$ cat config.mk
export PLATFORM = sky130hd
export DESIGN_NAME = pe_accum_drain
export DESIGN_NICKNAME = d
export VERILOG_FILES = /design/src/rtl/pe_accum_drain.sv
export SDC_FILE = /design/constraint.sdc
export NUM_CORES = 1
export LEC_CHECK = 0
export CAP_MARGIN = 5
export CORE_ASPECT_RATIO = 0.6
export CORE_MARGIN = 8
export CORE_UTILIZATION = 36
export DETAILED_ROUTE_END_ITERATION = 10
export GPL_TIMING_DRIVEN = 0
export PLACE_DENSITY = 0.83
export SETUP_SLACK_MARGIN = 0.5
export SKIP_CTS_REPAIR_TIMING = 1
export SYNTH_ARGS = -nofsm -noshare
export SYNTH_HDL_FRONTEND = slang
export SYNTH_SLANG_ARGS = --single-unit
$ cat constraint.sdc
create_clock -name clk -period 2.32 [get_ports clk]
set_input_delay 0.232 -clock clk [delete_from_list [all_inputs] [get_ports clk]]
set_output_delay 0.232 -clock clk [all_outputs]
set_load 0.01 [all_outputs]
$ cat src/rtl/pe_accum_drain.sv
// rtl/pe_accum_drain.sv - window control, bias, saturation and drain around one PE MAC
// Optional ReLU after saturation when PE_DRAIN_RELU_EN is defined.
module pe_accum_drain #(
   parameter int DATA_WIDTH  = 16,
   parameter int KERNEL_SIZE = 25
) (
   input  logic                  clk,
   input  logic                  reset,
   input  logic                  mac_valid,
   output logic                  mac_ready,
   input  logic [DATA_WIDTH-1:0] a_in,
   input  logic [DATA_WIDTH-1:0] b_in,
   input  logic [DATA_WIDTH-1:0] bias,
   output logic [DATA_WIDTH-1:0] pe_a,
   output logic [DATA_WIDTH-1:0] pe_b,
   output logic                  pe_clear,
   input  logic [DATA_WIDTH-1:0] pe_result,
   output logic                  out_valid,
   input  logic                  out_ready,
   output logic [DATA_WIDTH-1:0] out_data
);

   localparam int CW = (KERNEL_SIZE > 1) ? $clog2(KERNEL_SIZE) : 1;
   localparam logic [CW-1:0] CNT_LAST = CW'(KERNEL_SIZE - 1);

   typedef enum logic [1:0] {CLEAR, ACCUM, CAPTURE} state_t;

   state_t                  state;
   logic [CW-1:0]           cnt;
   logic                    accept;
   logic [DATA_WIDTH:0]     sum;
   logic [DATA_WIDTH-1:0]   sat;
   logic [DATA_WIDTH-1:0]   act;

   assign mac_ready = (state == ACCUM) && !reset;
   assign accept    = mac_valid && mac_ready;

   // The PE accumulates every clock, so idle cycles must present a zero product.
   assign pe_a = accept ? a_in : '0;
   assign pe_b = accept ? b_in : '0;

   always_comb begin
      sum = {pe_result[DATA_WIDTH-1], pe_result} + {bias[DATA_WIDTH-1], bias};
      if (sum[DATA_WIDTH] != sum[DATA_WIDTH-1])
         sat = sum[DATA_WIDTH] ? {1'b1, {(DATA_WIDTH-1){1'b0}}}
                               : {1'b0, {(DATA_WIDTH-1){1'b1}}};
      else
         sat = sum[DATA_WIDTH-1:0];
`ifdef PE_DRAIN_RELU_EN
      act = sat[DATA_WIDTH-1] ? '0 : sat;
`else
      act = sat;
`endif
   end

   always_ff @(posedge clk) begin
      if (reset) begin
         state     <= CLEAR;
         pe_clear  <= 1'b1;
         cnt       <= '0;
         out_valid <= 1'b0;
         out_data  <= '0;
      end else begin
         if (out_valid && out_ready)
            out_valid <= 1'b0;
         case (state)
            CLEAR: begin
               pe_clear <= 1'b0;
               state    <= ACCUM;
            end
            ACCUM: begin
               if (accept) begin
                  if (cnt == CNT_LAST) begin
                     cnt   <= '0;
                     state <= CAPTURE;
                  end else begin
                     cnt <= cnt + CW'(1);
                  end
               end
            end
            CAPTURE: begin
               // Reload in the same cycle the previous pixel is taken, so no bubble.
               if (!(out_valid && !out_ready)) begin
                  out_data  <= act;
                  out_valid <= 1'b1;
                  pe_clear  <= 1'b1;
                  state     <= CLEAR;
               end
            end
            default: state <= CLEAR;
         endcase
      end
   end

endmodule

Fig. 1: track usage over the die
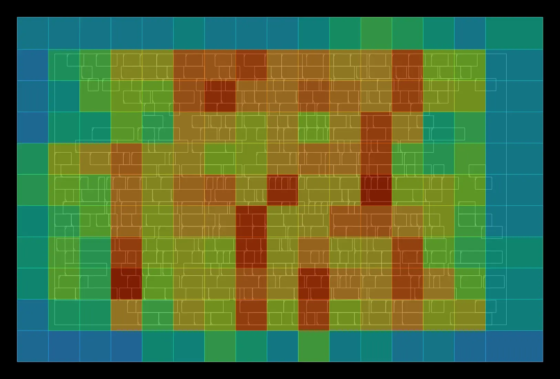
combined global-route utilization of all metal layers: 16.5%
Finished Core Util: 70.9%
Top Usage Layer GRT: met2

==> ds_physical_params.txt <==
Implementation parameters

Parameter                              Value

Timing
  Clock Skew .................. 2.57 ps
  Worst Hold Margin .................. 326 ps
  Final Critical Period .................. 2230 ps
  Worst Tran Pin Value .................. 692 ps
  Setup repair after global routing missed its margin .................. yes
  Upper clock frequency limit .................. 0.448 GHz
  TNS Setup .................. 0 ps
  Worst-case setup margin in the final layout .................. 86.4 ps
  Max Transition Viols Final .................. 0
  Hold violation count in the final report .................. 0

Layout
  Fraction of standard cell area in multi-input logic .................. 46.9%
  Largest contributor to cell area by class .................. combinational gates
  Inverters .................. 7
  Combinational gate area .................. 1990 um^2
  Number of sequential cells in the layout .................. 25
  MI comb cells .................. 218
  Clk cell area share .................. 1.06%
  Top logic cells by instance count in the layout .................. sky130_fd_sc_hd__dlymetal6s2s_1, sky130_fd_sc_hd__clkdlybuf4s50_1, sky130_fd_sc_hd__and3_1
  Max reg flops .................. 16
  Final-layout fill cell count .................. 434
  Area share of buffers outside the clock network .................. 37.1%
  Final #Nets .................. 496
  Register fraction of the total cell area .................. 11.8%

Run status
  Result of the run .................. finished, final reports clean

Floorplan
  Die X .................. 116 um
  Core Util at FP .................. 36.3%
  Inserted tap cell count .................. 84
  Die Outline Area .................. 8840 um^2

Synthesis
  Instance tally after logic synthesis .................. 265
  Mapped Avg Cell Area .................. 8.18 um^2
  Dominant cell type by area after synthesis .................. sky130_fd_sc_hd__dfxtp_1
  Top cells by area, synth .................. sky130_fd_sc_hd__dfxtp_1, sky130_fd_sc_hd__ha_1, sky130_fd_sc_hd__and3_1
  Part of the Yosys area used for sequential elements .................. 23.1%
  AND/OR/NAND/NOR Cells, Area Fraction .................. 24.6%
  Asr flop ratio synth .................. 0%
  Post-synthesis share of cell area spent on full adders, half adders and majority gates .................. 18.8%
  Commonest cells in the netlist .................. sky130_fd_sc_hd__and3_1, sky130_fd_sc_hd__nor2_1, sky130_fd_sc_hd__dfxtp_1, sky130_fd_sc_hd__a21oi_1, sky130_fd_sc_hd__ha_1
  Summed instance area of the synthesized netlist .................. 2170 um^2
  Number of enable-type register cells in the synthesized netlist .................. 0
  Area fraction in mux cells .................. 0%
  Syn nets .................. 352

Route
  Uppermost layer routed .................. met4
  Met1 wire length .................. 3970 um
  Met2 wirelength from detailed routing .................. 4350 um
  Routed Wire Length .................. 8850 um
  Met3 routed wirelength .................. 486 um
  Tally of nets with antenna violations remaining after routing .................. 0
  Count of TritonRoute iterations in the first routing pass .................. 4
  Post-detailed-route wirelength per cell .................. 18.0 um
  Initial drt markers .................. 105
  Vias after detailed routing .................. 2,567

Critical path
  Cell chain of the critical path .................. buf_6 -> ha_4 -> o211ai_1 -> o21a_2 -> a211oi_4 -> o311ai_4 -> o211ai_4 -> buf_4 -> maj3_1 -> a211oi_1
  Kind of cell adding the most delay to the critical path .................. AND-OR/OR-AND gates
  Critical Path Slowest Stage Cell .................. sky130_fd_sc_hd__o311ai_4
  Endpoint of the worst-slack reg-to-reg timing path .................. out_data[9]$_SDFFE_PP0P_
  Startpoint type of the worst setup path .................. input pin
  Signal arrival time at the worst endpoint .................. 2420 ps
  Critical path capture point .................. out_data[13]$_SDFFE_PP0P_
  CP Class .................. in2reg

Clock network
  Clk buf depth .................. 2
  H-tree depth .................. 1
  Number of sinks handled by clock tree synthesis .................. 25
  Clk slew on worst S/H paths .................. 80 ps
  Number of buffers created by CTS .................. 3

Place
  Worst slack at placement .................. -525 ps
  Placed inst area .................. 3620 um^2
  Port Buf Inserts .................. 118
  Post-DP HPWL .................. 6370 um

Global route
  Met2 GRT Util .................. 27.9%
  Maximum number of pins on one net before global-route repair .................. 14
  M1 GR Usage .................. 21.1%
  Number of global-route vias before repair .................. 2,376

Pwr
  Post-layout total power .................. 1510 uW
  Logic gate share of total power .................. 53.9%
  Clock group share of total power .................. 17.2%
  Combinational power .................. 812 uW
  Internal Power .................. 1000 uW
  Switch share .................. 33.6%
  Power Dens Cells .................. 356 nW/um^2
  Portion of total power attributed to sequential cells .................. 28.9%

Worst hold path
  Hold worst-path end .................. pe_clear$_SDFFE_PP1P_
Fig. 2: cell area per tile
12 x 8 tiles, from white (low) to dark blue (high), 0 to 100% covered.
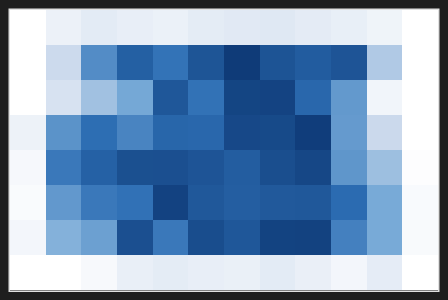
tiles over 75% full: 35%
nearly empty tiles: 12%
fullest tile: 96%
densest ninth of the die: center
mean over tiles: 47%
emptiest ninth of the die: upper left

Power is estimated from default activity; no workload was simulated.
